--- src/rtl/int_ctrl_pkg.sv ---
// Shared types and constants for the interrupt controller.
// Latency: n/a (declarations only).
// Backpressure: n/a.
package int_ctrl_pkg;

  localparam int IC_W      = 4;
  localparam int MAX_LINES = 16;

  typedef enum logic [1:0] {
    ST_IDLE    = 2'd0,
    ST_REQ     = 2'd1,
    ST_SERVICE = 2'd2
  } state_t;

  // One-hot vector with a single bit set at position idx.
  function automatic logic [MAX_LINES-1:0] onehot(input logic [IC_W-1:0] idx);
    return {{(MAX_LINES-1){1'b0}}, 1'b1} << idx;
  endfunction

endpackage

--- src/rtl/int_ctrl_prio_enc16.sv ---
// Fixed-priority encoder: index of the lowest set bit of a 16-bit request vector.
// Latency: purely combinational.
// Backpressure: none; vld is low when no bit is set (idx is then 0).
module prio_enc16
  import int_ctrl_pkg::*;
(
  input  logic [MAX_LINES-1:0] req,
  output logic [IC_W-1:0]      idx,
  output logic                 vld
);

  // Scan from the top down so the lowest set bit is the last to overwrite idx.
  always_comb begin
    idx = '0;
    vld = 1'b0;
    for (int i = MAX_LINES - 1; i >= 0; i--) begin
      if (req[i]) begin
        idx = IC_W'(i);
        vld = 1'b1;
      end
    end
  end

endmodule

--- src/rtl/int_ctrl.sv ---
// Interrupt controller: edge-latched pending lines, enable mask, lowest-index priority, non-nesting ACK/EOI handshake.
// Latency: a line edge sampled at edge k is pending after k; IRQ rises after k+1 when enabled and idle.
// Backpressure: IRQ/IC held until ACK; new requests are blocked until EOI. Build with INTC_LEVEL_EN for level-sensitive lines.
module int_ctrl
  import int_ctrl_pkg::*;
#(
  parameter int              NUM_LINES  = 16,
  parameter logic [15:0]     RESET_MASK = 16'h0000
)(
  input  logic                 CLK,
  input  logic                 RST,
  input  logic [NUM_LINES-1:0] IRQ_IN,
  input  logic                 MASK_WE,
  input  logic [15:0]          MASK_DIN,
  input  logic                 ACK,
  input  logic                 EOI,
  output logic                 IRQ,
  output logic [3:0]           IC,
  output logic [15:0]          MASK_Q,
  output logic [15:0]          PENDING
);

  logic [MAX_LINES-1:0] irq_ext;
  logic [MAX_LINES-1:0] pend;
  logic [MAX_LINES-1:0] mask_q;
  logic [MAX_LINES-1:0] eligible;
  logic [IC_W-1:0]      win_idx;
  logic                 win_vld;
  state_t               state_q, state_nxt;
  logic [IC_W-1:0]      ic_q, ic_nxt;

  // Lines above NUM_LINES are tied inactive so they can never become pending.
  for (genvar g = 0; g < MAX_LINES; g++) begin : g_ext
    if (g < NUM_LINES) begin : g_on
      assign irq_ext[g] = IRQ_IN[g];
    end else begin : g_off
      assign irq_ext[g] = 1'b0;
    end
  end

`ifdef INTC_LEVEL_EN
  // Level mode: the raw lines are the pending view; nothing is latched or cleared.
  assign pend = irq_ext;
`else
  logic [MAX_LINES-1:0] prev_q;
  logic [MAX_LINES-1:0] pend_q;
  logic [MAX_LINES-1:0] edge_det;
  logic [MAX_LINES-1:0] clr;

  assign edge_det = irq_ext & ~prev_q;
  assign clr      = (state_q == ST_REQ && ACK) ? onehot(ic_q) : '0;
  assign pend     = pend_q;

  // Sample lines for edge detection and latch edges; a same-cycle edge beats the ACK clear.
  always_ff @(posedge CLK) begin
    if (RST) begin
      prev_q <= '0;
      pend_q <= '0;
    end else begin
      prev_q <= irq_ext;
      pend_q <= (pend_q & ~clr) | edge_det;
    end
  end
`endif

  // Software-writable enable mask; a write is visible to arbitration from the next cycle.
  always_ff @(posedge CLK) begin
    if (RST) begin
      mask_q <= RESET_MASK;
    end else if (MASK_WE) begin
      mask_q <= MASK_DIN;
    end
  end

  assign eligible = pend & mask_q;

  prio_enc16 u_prio (
    .req (eligible),
    .idx (win_idx),
    .vld (win_vld)
  );

  // State register together with the frozen interrupt code.
  always_ff @(posedge CLK) begin
    if (RST) begin
      state_q <= ST_IDLE;
      ic_q    <= '0;
    end else begin
      state_q <= state_nxt;
      ic_q    <= ic_nxt;
    end
  end

  // Next-state: IC is captured only on the IDLE->REQ transition and held otherwise.
  always_comb begin
    state_nxt = state_q;
    ic_nxt    = ic_q;
    case (state_q)
      ST_IDLE: begin
        if (win_vld) begin
          state_nxt = ST_REQ;
          ic_nxt    = win_idx;
        end
      end
      ST_REQ: begin
        if (ACK) begin
          state_nxt = ST_SERVICE;
        end
      end
      ST_SERVICE: begin
        if (EOI) begin
          state_nxt = ST_IDLE;
        end
      end
      default: begin
        state_nxt = ST_IDLE;
      end
    endcase
  end

  // Outputs: IRQ only while waiting for ACK; IC always shows the last captured code.
  always_comb begin
    IRQ     = (state_q == ST_REQ);
    IC      = ic_q;
    MASK_Q  = mask_q;
    PENDING = pend;
  end

endmodule

--- config.mk ---
export PLATFORM = sky130hd
export DESIGN_NAME = int_ctrl
export DESIGN_NICKNAME = d
export VERILOG_FILES = /design/src/rtl/int_ctrl_pkg.sv /design/src/rtl/int_ctrl_prio_enc16.sv /design/src/rtl/int_ctrl.sv
export SDC_FILE = /design/constraint.sdc
export NUM_CORES = 1
export LEC_CHECK = 0
export CAP_MARGIN = 20
export CORE_MARGIN = 2
export CORE_UTILIZATION = 40
export DETAILED_ROUTE_END_ITERATION = 6
export HOLD_SLACK_MARGIN = 0.12
export PLACE_DENSITY = 0.8
export RECOVER_POWER = 100
export SYNTH_ARGS = -nofsm -noshare
export SYNTH_HDL_FRONTEND = slang
export SYNTH_SLANG_ARGS = --single-unit
--- constraint.sdc ---
create_clock -name CLK -period 1.5 [get_ports CLK]
set_input_delay 0.3 -clock CLK [delete_from_list [all_inputs] [get_ports CLK]]
set_output_delay 0.3 -clock CLK [all_outputs]
set_load 0.1 [all_outputs]
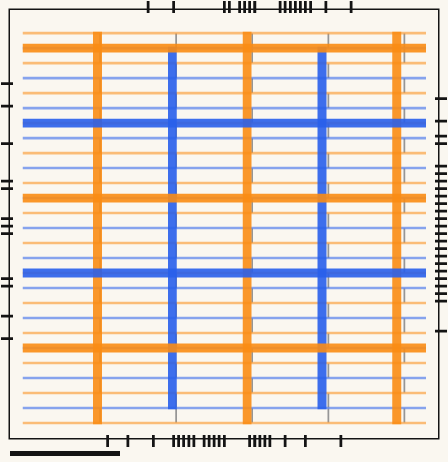
*PDN straps and rails*
Scale bar: 20 um. Pins as bars on the die edge. Tap cells in grey.
VSS: shown in orange. VDD: shown in blue.
70 tap cells. The core has 26 rows. 5 straps on met5.

==> out/qor.csv <==
stage,metric,value,unit
synth,postSynthSeqShare,0.4986,
drt,route.met2.wl,2910,um
worst_setup_path,cp.depth,5,
layout,lay_top_count,dfxtp_4,
timing,max_slew.worst_pin.slew,0.5039,ns
placement,dpl-instance-area,3562,um^2
min_path,holdPathEnd,MASK_Q[1]$_SDFFE_PP0P_,
worst_setup_path,worstPathCellList,and2_1 -> o211ai_1 -> a211oi_1 -> or4b_1 -> a21oi_2,
synth,synth-adder-area-share,0,
worst_setup_path,critPathRequiredTime,1.75,ns
timing,grt_setup_unrepaired,true,
floorplanning,fp.dieW,77.63,um
layout,lay_top_cells,"dfxtp_4, clkdlybuf4s50_1, buf_12, a21oi_1, nand2b_1",
worst_setup_path,path_class,reg2reg,
synth,netlist_instances,224,
synth,ys_sh_xor,0,
layout,logic_area,1079,um^2
layout,clk_share,0.03117,
global_route,grt_max_degree,20,
worst_setup_path,reg2reg_setup_slack,0.004,ns
floorplanning,fp_util,0.4192,
power_and_ir_drop,seq_power_share,0.433,
synth,synth.yosys.warnings,0,
synth,ys_async_sr_fraction,0,
worst_setup_path,crit_buf_inv,0,
drt,wl_met3,351,um
min_path,hp-class,in2reg,
outcome,status,finished clean,
timing,setup_slack,0.003977,ns
worst_setup_path,endpoint,IC[0]$_SDFFE_PP0P_,
synth,synthMuxAreaShare,0.07386,
clocking,cts-resized-gates,1,
global_route,grt_pass1_wl,9446,um
drt,wl_met1,2454,um
clocking,cts_sinks,54,
timing,max_freq,668.4,MHz
synth,top_cell,dfxtp_1,
worst_setup_path,startpoint_type,register,
placement,port_buffers,73,
power_and_ir_drop,p_clk,0.910,mW
floorplanning,die_area,6026,um^2
synth,numSynthFlops,54,
synth,synth.cellmix.compoundShare,0.1777,
timing,fin_skew,0.005344,ns
synth,common_cells,"dfxtp_1, a21oi_1, nand2b_1, nor2_1, nor2b_1",
power_and_ir_drop,power.group.top,registers,
layout,area_delta_synth_final,59.20,%
synth,yosysTopAreaCellShare,0.4986,
worst_setup_path,startpoint,MASK_Q[14]$_SDFFE_PP0P_,
clocking,htree_levels,2,
job,tool_warnings,28,
job,max_cap_viol_count,0,
power_and_ir_drop,power.net_switching,1.419,mW
worst_setup_path,r2r_end,IC[0]$_SDFFE_PP0P_,
worst_setup_path,worst_setup_path_end_kind,register,
timing,setup-violations-final,0,
layout,antennaDiodeCount,0,
power_and_ir_drop,power_density,1114,nW/um^2
power_and_ir_drop,p_sw_frac,0.3690,
synth,synth.cell_area,2168,um^2
global_route,grt_antenna_before_repair,0,
layout,seq_area,1206,um^2
layout,design_area,3452,um^2
synth,edf_count,0,
synth,topCellsByArea,"dfxtp_1, mux2i_1, nand2b_1",
power_and_ir_drop,irDropWorstVdd,752.6,uV
clocking,cts_tree,yes,
layout,num-nonclk-buffers,83,
layout,comb_share,0.3124,
drt,vias_per_cell,5.111,
drt,drc,0,
worst_setup_path,crit_family,simple AND/OR/NAND/NOR gates,
drt,antenna_left,0,
placement,gp_congestion,0.8063,
placement,place_inst,369,
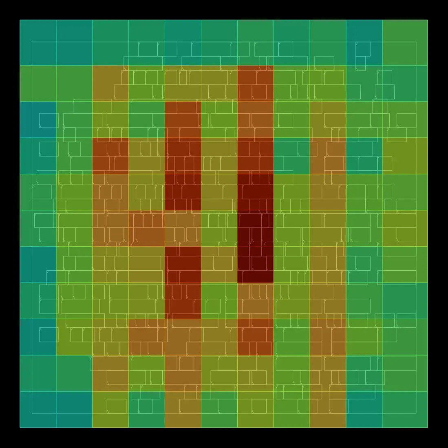
*Routing congestion map*
met3 Usage GRT: 0.03721
Total GRT Usage: 0.2003
wire per inst: 15.41 um
post-layout util: 0.6674

